**config.mk**
```make
export PLATFORM = sky130hd
export DESIGN_NAME = fport_telemetry_scheduler_flat
export DESIGN_NICKNAME = d
export VERILOG_FILES = /design/src/rtl/fport_telemetry_scheduler_pkg.sv /design/src/rtl/fport_telemetry_scheduler_if.sv /design/src/rtl/fport_telemetry_scheduler_rr_arbiter.sv /design/src/rtl/fport_telemetry_scheduler.sv /design/src/flat_wrapper.sv
export SDC_FILE = /design/constraint.sdc
export NUM_CORES = 1
export LEC_CHECK = 0
export CAP_MARGIN = 40
export CORE_AREA = 2 2 116 118
export CTS_CLUSTER_DIAMETER = 60
export CTS_CLUSTER_SIZE = 16
export DETAILED_ROUTE_END_ITERATION = 8
export DIE_AREA = 0 0 118 120
export PLACE_DENSITY = 0.86
export SLEW_MARGIN = 40
export SYNTH_ARGS = -nofsm -noshare
export SYNTH_HDL_FRONTEND = slang
export SYNTH_SLANG_ARGS = --single-unit
```
**constraint.sdc**
```tcl
create_clock -name clock -period 11 [get_ports clock]
set_clock_uncertainty 0.15 [all_clocks]
set_input_delay 1.65 -clock clock [delete_from_list [all_inputs] [get_ports clock]]
set_output_delay 1.65 -clock clock [all_outputs]
set_load 0.05 [all_outputs]
```
**src/rtl/fport_telemetry_scheduler_pkg.sv**
```systemverilog
// Shared F.Port uplink constants, state encoding, latched-frame layout and CRC step.
package fport_pkg;

    localparam logic [7:0] FRAME_LEN  = 8'h08;
    localparam logic [7:0] FRAME_TYPE = 8'h81;
    localparam logic [7:0] PRIM_DATA  = 8'h10;
    localparam logic [7:0] PRIM_EMPTY = 8'h00;
    localparam logic [7:0] ESC_FLAG   = 8'h7E;
    localparam logic [7:0] ESC_BYTE   = 8'h7D;
    localparam logic [7:0] XOR_FLAG   = 8'h5E;
    localparam logic [7:0] XOR_BYTE   = 8'h5D;

    // Index of the CRC byte; bytes 0..8 feed the checksum.
    localparam logic [3:0] CRC_IDX = 4'd9;

    localparam logic [2:0] ST_IDLE      = 3'd0;
    localparam logic [2:0] ST_GUARD     = 3'd1;
    localparam logic [2:0] ST_ARB       = 3'd2;
    localparam logic [2:0] ST_SEND      = 3'd3;
    localparam logic [2:0] ST_WAIT_BUSY = 3'd4;
    localparam logic [2:0] ST_WAIT_DONE = 3'd5;
    localparam logic [2:0] ST_RELEASE   = 3'd6;

    typedef struct packed {
        logic [7:0]  prim;
        logic [15:0] app_id;
        logic [31:0] data;
    } frame_t;

    // 8-bit add with end-around carry.
    function automatic logic [7:0] crc_step(input logic [7:0] s, input logic [7:0] b);
        logic [8:0] t;
        t = {1'b0, s} + {1'b0, b};
        return t[7:0] + {7'd0, t[8]};
    endfunction

endpackage

```
**src/rtl/fport_telemetry_scheduler_if.sv**
```systemverilog
// Requester and uart handshake bundle; master is the scheduler side.
interface fport_telemetry_scheduler_if #(parameter int NUM_SOURCES = 4);

    logic [NUM_SOURCES-1:0]    src_valid;
    logic [16*NUM_SOURCES-1:0] src_app_id;
    logic [32*NUM_SOURCES-1:0] src_data;
    logic [NUM_SOURCES-1:0]    src_ready;
    logic                      tx_send;
    logic [7:0]                tx_byte;
    logic                      tx_done;

    modport master (
        input  src_valid, src_app_id, src_data, tx_done,
        output src_ready, tx_send, tx_byte
    );

    modport slave (
        output src_valid, src_app_id, src_data, tx_done,
        input  src_ready, tx_send, tx_byte
    );

endinterface

```
**src/rtl/fport_telemetry_scheduler_rr_arbiter.sv**
```systemverilog
// Round-robin pick of the first valid requester at or after the pointer.
module fport_rr_arbiter #(
    parameter int NUM_SOURCES = 4,
    parameter int PW          = 2
) (
    input  logic                   clock,
    input  logic                   reset_n,
    input  logic [NUM_SOURCES-1:0] valid,
    input  logic                   update,
    output logic [NUM_SOURCES-1:0] grant,
    output logic [PW-1:0]          gnt_idx,
    output logic                   gnt_any
);

    logic [PW-1:0] ptr_q, ptr_d;
    logic [PW:0]   s;

    // Scan from the far end so the closest valid source to the pointer wins.
    always_comb begin
        gnt_any = 1'b0;
        gnt_idx = '0;
        s       = '0;
        for (int k = NUM_SOURCES - 1; k >= 0; k--) begin
            s = {1'b0, ptr_q} + (PW+1)'(k);
            if (s >= (PW+1)'(NUM_SOURCES)) s = s - (PW+1)'(NUM_SOURCES);
            if (valid[s[PW-1:0]]) begin
                gnt_any = 1'b1;
                gnt_idx = s[PW-1:0];
            end
        end
        grant = gnt_any ? (NUM_SOURCES'(1) << gnt_idx) : '0;
    end

    always_comb begin
        ptr_d = ptr_q;
        if (update && gnt_any)
            ptr_d = (gnt_idx == PW'(NUM_SOURCES - 1)) ? '0 : gnt_idx + PW'(1);
    end

    always_ff @(posedge clock) begin
        if (!reset_n) ptr_q <= '0;
        else          ptr_q <= ptr_d;
    end

endmodule

```
**src/rtl/fport_telemetry_scheduler.sv**
```systemverilog
// F.Port uplink slot sequencer: guard, arbitrate, send stuffed CRC frame, release the pin.
module fport_telemetry_scheduler
    import fport_pkg::*;
#(
    parameter int NUM_SOURCES    = 4,
    parameter int GUARD_CLOCKS   = 600,
    parameter int RELEASE_CLOCKS = 104
) (
    input  logic                                clock,
    input  logic                                reset_n,
    input  logic                                slot_open,
    fport_telemetry_scheduler_if.master         bus,
    output logic                                drive_enable,
    output logic                                busy,
    output logic [7:0]                          slots_missed
);

    localparam int PW   = $clog2(NUM_SOURCES);
    localparam int CMAX = (GUARD_CLOCKS > RELEASE_CLOCKS) ? GUARD_CLOCKS : RELEASE_CLOCKS;
    localparam int CW   = $clog2(CMAX + 1);

    logic [2:0]     state_q, state_d;
    logic [CW-1:0]  cnt_q, cnt_d;
    logic [3:0]     idx_q, idx_d;
    logic           stuff_q, stuff_d;
    logic [7:0]     crc_q, crc_d;
    frame_t         frame_q, frame_d;
    logic           tx_send_q, tx_send_d;
    logic [7:0]     tx_byte_q, tx_byte_d;
    logic           drive_q, drive_d;
    logic [7:0]     missed_q, missed_d;

    logic [NUM_SOURCES-1:0] grant;
    logic [PW-1:0]          gnt_idx;
    logic                   gnt_any;
    logic [7:0]             cur_byte, out_byte;
    logic                   cur_esc;

    fport_rr_arbiter #(.NUM_SOURCES(NUM_SOURCES), .PW(PW)) u_arb (
        .clock   (clock),
        .reset_n (reset_n),
        .valid   (bus.src_valid),
        .update  (state_q == ST_ARB),
        .grant   (grant),
        .gnt_idx (gnt_idx),
        .gnt_any (gnt_any)
    );

    always_comb begin
        case (idx_q)
            4'd0:    cur_byte = FRAME_LEN;
            4'd1:    cur_byte = FRAME_TYPE;
            4'd2:    cur_byte = frame_q.prim;
            4'd3:    cur_byte = frame_q.app_id[7:0];
            4'd4:    cur_byte = frame_q.app_id[15:8];
            4'd5:    cur_byte = frame_q.data[7:0];
            4'd6:    cur_byte = frame_q.data[15:8];
            4'd7:    cur_byte = frame_q.data[23:16];
            4'd8:    cur_byte = frame_q.data[31:24];
            default: cur_byte = 8'hFF - crc_q;
        endcase
        cur_esc = (cur_byte == ESC_FLAG) || (cur_byte == ESC_BYTE);
        // stuff_q marks that the escape lead-in already went out for cur_byte.
        if (stuff_q)      out_byte = (cur_byte == ESC_FLAG) ? XOR_FLAG : XOR_BYTE;
        else if (cur_esc) out_byte = ESC_BYTE;
        else              out_byte = cur_byte;
    end

    always_comb begin
        state_d   = state_q;
        cnt_d     = cnt_q;
        idx_d     = idx_q;
        stuff_d   = stuff_q;
        crc_d     = crc_q;
        frame_d   = frame_q;
        tx_send_d = 1'b0;
        tx_byte_d = tx_byte_q;
        drive_d   = drive_q;
        missed_d  = missed_q;

        if (slot_open && state_q != ST_IDLE && missed_q != 8'hFF)
            missed_d = missed_q + 8'd1;

        case (state_q)
            ST_IDLE: if (slot_open) begin
                state_d = ST_GUARD;
                cnt_d   = CW'(GUARD_CLOCKS - 1);
                drive_d = 1'b1;
            end
            ST_GUARD: begin
                if (cnt_q == '0) state_d = ST_ARB;
                else             cnt_d   = cnt_q - CW'(1);
            end
            ST_ARB: begin
                if (gnt_any)
                    frame_d = '{prim:   PRIM_DATA,
                                app_id: bus.src_app_id[int'(gnt_idx)*16 +: 16],
                                data:   bus.src_data[int'(gnt_idx)*32 +: 32]};
                else
                    frame_d = '{prim: PRIM_EMPTY, app_id: 16'h0, data: 32'h0};
                idx_d   = 4'd0;
                stuff_d = 1'b0;
                crc_d   = 8'h00;
                state_d = ST_SEND;
            end
            ST_SEND: if (bus.tx_done) begin
                tx_send_d = 1'b1;
                tx_byte_d = out_byte;
                state_d   = ST_WAIT_BUSY;
                if (stuff_q) begin
                    stuff_d = 1'b0;
                end else begin
                    if (idx_q != CRC_IDX) crc_d = crc_step(crc_q, cur_byte);
                    stuff_d = cur_esc;
                end
            end
            ST_WAIT_BUSY: if (!bus.tx_done) state_d = ST_WAIT_DONE;
            ST_WAIT_DONE: if (bus.tx_done) begin
                if (stuff_q) begin
                    state_d = ST_SEND;
                end else if (idx_q == CRC_IDX) begin
                    state_d = ST_RELEASE;
                    cnt_d   = CW'(RELEASE_CLOCKS - 1);
                end else begin
                    idx_d   = idx_q + 4'd1;
                    state_d = ST_SEND;
                end
            end
            ST_RELEASE: begin
                if (cnt_q == '0) begin
                    state_d = ST_IDLE;
                    drive_d = 1'b0;
                end else begin
                    cnt_d = cnt_q - CW'(1);
                end
            end
            default: begin
                state_d = ST_IDLE;
                drive_d = 1'b0;
            end
        endcase
    end

    always_ff @(posedge clock) begin
        if (!reset_n) begin
            state_q   <= ST_IDLE;
            cnt_q     <= '0;
            idx_q     <= '0;
            stuff_q   <= 1'b0;
            crc_q     <= '0;
            frame_q   <= '0;
            tx_send_q <= 1'b0;
            tx_byte_q <= '0;
            drive_q   <= 1'b0;
            missed_q  <= '0;
        end else begin
            state_q   <= state_d;
            cnt_q     <= cnt_d;
            idx_q     <= idx_d;
            stuff_q   <= stuff_d;
            crc_q     <= crc_d;
            frame_q   <= frame_d;
            tx_send_q <= tx_send_d;
            tx_byte_q <= tx_byte_d;
            drive_q   <= drive_d;
            missed_q  <= missed_d;
        end
    end

    assign bus.src_ready  = grant & {NUM_SOURCES{state_q == ST_ARB}};
    assign bus.tx_send    = tx_send_q;
    assign bus.tx_byte    = tx_byte_q;
    assign drive_enable   = drive_q;
    assign busy           = (state_q != ST_IDLE);
    assign slots_missed   = missed_q;

endmodule

```
**src/flat_wrapper.sv**
```systemverilog
// flat-port wrapper written by rule: the top's interface ports become plain ports
module fport_telemetry_scheduler_flat import fport_pkg::*;
#(
    parameter int NUM_SOURCES    = 4,
    parameter int GUARD_CLOCKS   = 600,
    parameter int RELEASE_CLOCKS = 104
)
  (clock, reset_n, slot_open, drive_enable, busy, slots_missed, bus_src_valid, bus_src_app_id, bus_src_data, bus_tx_done, bus_src_ready, bus_tx_send, bus_tx_byte);
  fport_telemetry_scheduler_if #(.NUM_SOURCES(NUM_SOURCES)) bus_i ();
  input  logic clock;
  input  logic reset_n;
  input  logic slot_open;
  output logic drive_enable;
  output logic busy;
  output logic [7:0] slots_missed;
  input wire logic [$bits(bus_i.src_valid)-1:0] bus_src_valid;
  input wire logic [$bits(bus_i.src_app_id)-1:0] bus_src_app_id;
  input wire logic [$bits(bus_i.src_data)-1:0] bus_src_data;
  input wire logic [$bits(bus_i.tx_done)-1:0] bus_tx_done;
  output wire logic [$bits(bus_i.src_ready)-1:0] bus_src_ready;
  output wire logic [$bits(bus_i.tx_send)-1:0] bus_tx_send;
  output wire logic [$bits(bus_i.tx_byte)-1:0] bus_tx_byte;
  assign bus_i.src_valid = bus_src_valid;
  assign bus_i.src_app_id = bus_src_app_id;
  assign bus_i.src_data = bus_src_data;
  assign bus_i.tx_done = bus_tx_done;
  assign bus_src_ready = bus_i.src_ready;
  assign bus_tx_send = bus_i.tx_send;
  assign bus_tx_byte = bus_i.tx_byte;
  fport_telemetry_scheduler #(.NUM_SOURCES(NUM_SOURCES), .GUARD_CLOCKS(GUARD_CLOCKS), .RELEASE_CLOCKS(RELEASE_CLOCKS)) u_core (.clock(clock), .reset_n(reset_n), .slot_open(slot_open), .bus(bus_i), .drive_enable(drive_enable), .busy(busy), .slots_missed(slots_missed));
endmodule
```
met1.png
The bar under the picture is 20 µm long.
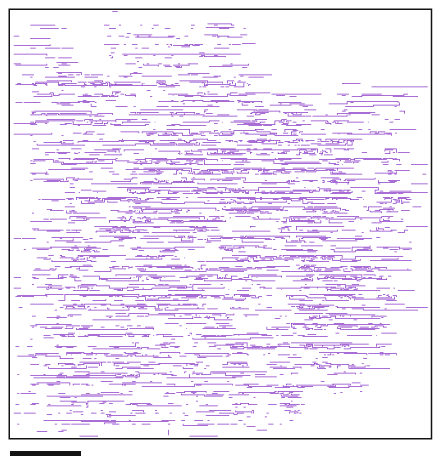
The layer holds 39% of the routed length. The wires run mostly horizontal. 1006 nets have wire on it. The longest straight run is 33.1 µm.
vias after detailed routing: 6364
Post-Route WL: 19100 µm
met1 demand-to-capacity share in global routing: 31.0%

met2.png
The bar under the picture is 20 µm long. Cells faint in the background.
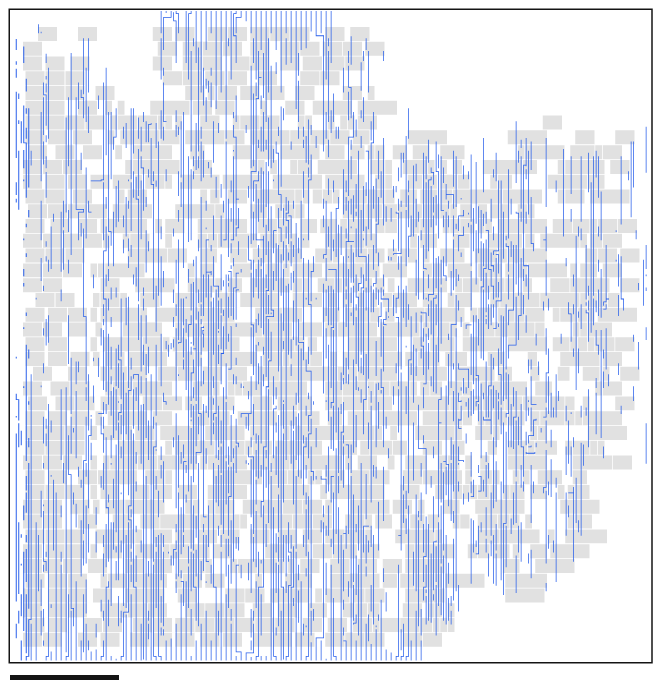
The layer carries 9860 µm of wire. 974 nets have wire on it. The longest straight run is 52.5 µm.
fraction of met2 tracks used by global routing: 49.2%

==> run summary <==
The layout was made with Yosys and OpenROAD.

The run finished with clean final reports. The terminus of the critical flop-to-flop path is u_core.crc_q[7]$_SDFFE_PN0P_. The chip area line of the yosys report is 6280 µm². The final timing report lists a hold violation count of 0. The synthesized design contains 0 enable-type register cells. The sum of internal, switching and leakage power is 883 µW. The share of the Yosys chip area taken by registers is 30.3%. Walking the critical path from launch to capture passes 9 cell instances. The net switching power figure is 254 µW.

The flow measured a signed area growth from synthesis to layout of 40.7%. The signal on the critical path passes through clkdlybuf4s50_1, nor2b_1, nor2_1, o22ai_4, buf_4, buf_6, ha_1, and2_1, clkdlybuf4s50_1. Global routing used 27.0% of the available tracks across all layers. The analysis attributes to cell leakage a power of 0.00374 µW. The share of cells above drive strength 1 is 4.93%. For reference, the most critical setup path is categorized as input port to output port. The global router reports that the layer with the highest usage is met2. For hold timing, the worst endpoint is u_core.frame_q[52]$_SDFFE_PN0P_. The final routed wire length divided by cell count is 17.2 µm. The most area-hungry cell type in the Yosys netlist is sky130_fd_sc_hd__dfxtp_1. The Yosys warning count is 0. The reg2reg setup slack is 6.16 ns.

Per the final report, max-transition violations number 0. The maximum number of pins on one net before global-route repair is 65. Yosys reported that registers with async set or reset make up 0%. The switching portion of total power comes to 28.7%. At the floorplan stage, the core utilization is reported as 48.4%. The launching instance or port of the critical path is bus_src_valid[0]. The run reported a max-capacitance violation count of 0.

The synthesis stat section lists a flop and latch total of 95.
## power groups by stage
stage	registers [µW]	logic, µW	clock network, µW
after floorplan	372	113	0
after global placement	372	208	0
after detailed placement	373	215	0
after CTS	365	216	307
after global routing	366	233	323
final	365	215	304
## state kept, by name, indices dropped and copies added (netlist names)
name	count
u_core.stuff_q	1
u_core.cnt_q	10
u_core.crc_q	8
u_core.u_arb.ptr_q	2
u_core.state_q	3
u_core.drive_enable	1
u_core.bus.tx_send	1
u_core.frame_q	49
u_core.idx_q	4
u_core.bus.tx_byte	8
u_core.slots_missed	8
## layout make-up
type / count / area [µm²] / share of cell area, %
Inverter: 25 / 93.8 / 1.06
Clock inverter: 6 / 51.3 / 0.580
Multi-Input combinational cell: 569 / 4040 / 45.7
Tap cell: 176 / 220 / 2.49
Clock buffer: 10 / 229 / 2.59
Sequential cell: 95 / 1900 / 21.5
Timing Repair Buffer: 229 / 2310 / 26.1
## cells by family (layout without fill, tap and decap cells)
kind of cell	after synthesis	after routing	share of synthesized area, %
adders and majority gates	21	21	4.30
xor gates and xnor gates	27	27	3.76
muxes	99	99	15.8
and+or+nand+nor	250	250	18.4
AOI/OAI and AO/OA	172	172	21.6
DFF	95	95	30.3
buffers and inverters	81	270	5.84
## cell usage in the layout (no fill, tap or decap), types with 3 or more instances in the layout
| cell type | netlist | final |
|---|---|---|
| sky130_fd_sc_hd__a211oi_1 | 9 | 9 |
| sky130_fd_sc_hd__mux2i_1 | 99 | 99 |
| sky130_fd_sc_hd__clkbuf_16 | 0 | 9 |
| sky130_fd_sc_hd__o21bai_1 | 4 | 4 |
| sky130_fd_sc_hd__nor4_2 | 3 | 3 |
| sky130_fd_sc_hd__nand3_1 | 16 | 16 |
| sky130_fd_sc_hd__dfxtp_1 | 95 | 95 |
| sky130_fd_sc_hd__a222oi_1 | 4 | 4 |
| sky130_fd_sc_hd__inv_1 | 22 | 22 |
| sky130_fd_sc_hd__inv_6 | 0 | 3 |
| sky130_fd_sc_hd__and2_1 | 6 | 5 |
| sky130_fd_sc_hd__and3_1 | 6 | 6 |
| sky130_fd_sc_hd__xor2_1 | 9 | 9 |
| sky130_fd_sc_hd__xnor2_1 | 18 | 18 |
| sky130_fd_sc_hd__a22oi_1 | 11 | 11 |
| sky130_fd_sc_hd__nor3_1 | 9 | 9 |
| sky130_fd_sc_hd__o21a_1 | 3 | 3 |
| sky130_fd_sc_hd__nand4_1 | 3 | 3 |
| sky130_fd_sc_hd__clkdlybuf4s50_1 | 0 | 222 |
| sky130_fd_sc_hd__o21ai_0 | 22 | 22 |
| sky130_fd_sc_hd__nor2_1 | 57 | 56 |
| sky130_fd_sc_hd__a32o_1 | 48 | 48 |
| sky130_fd_sc_hd__nand2b_1 | 4 | 4 |
| sky130_fd_sc_hd__nand2_1 | 125 | 125 |
| sky130_fd_sc_hd__a21oi_1 | 30 | 30 |
| sky130_fd_sc_hd__or3_1 | 3 | 3 |
| sky130_fd_sc_hd__a221oi_1 | 5 | 5 |
| sky130_fd_sc_hd__buf_4 | 5 | 4 |
| sky130_fd_sc_hd__ha_1 | 20 | 20 |
Power and IR drop assume default switching activity.
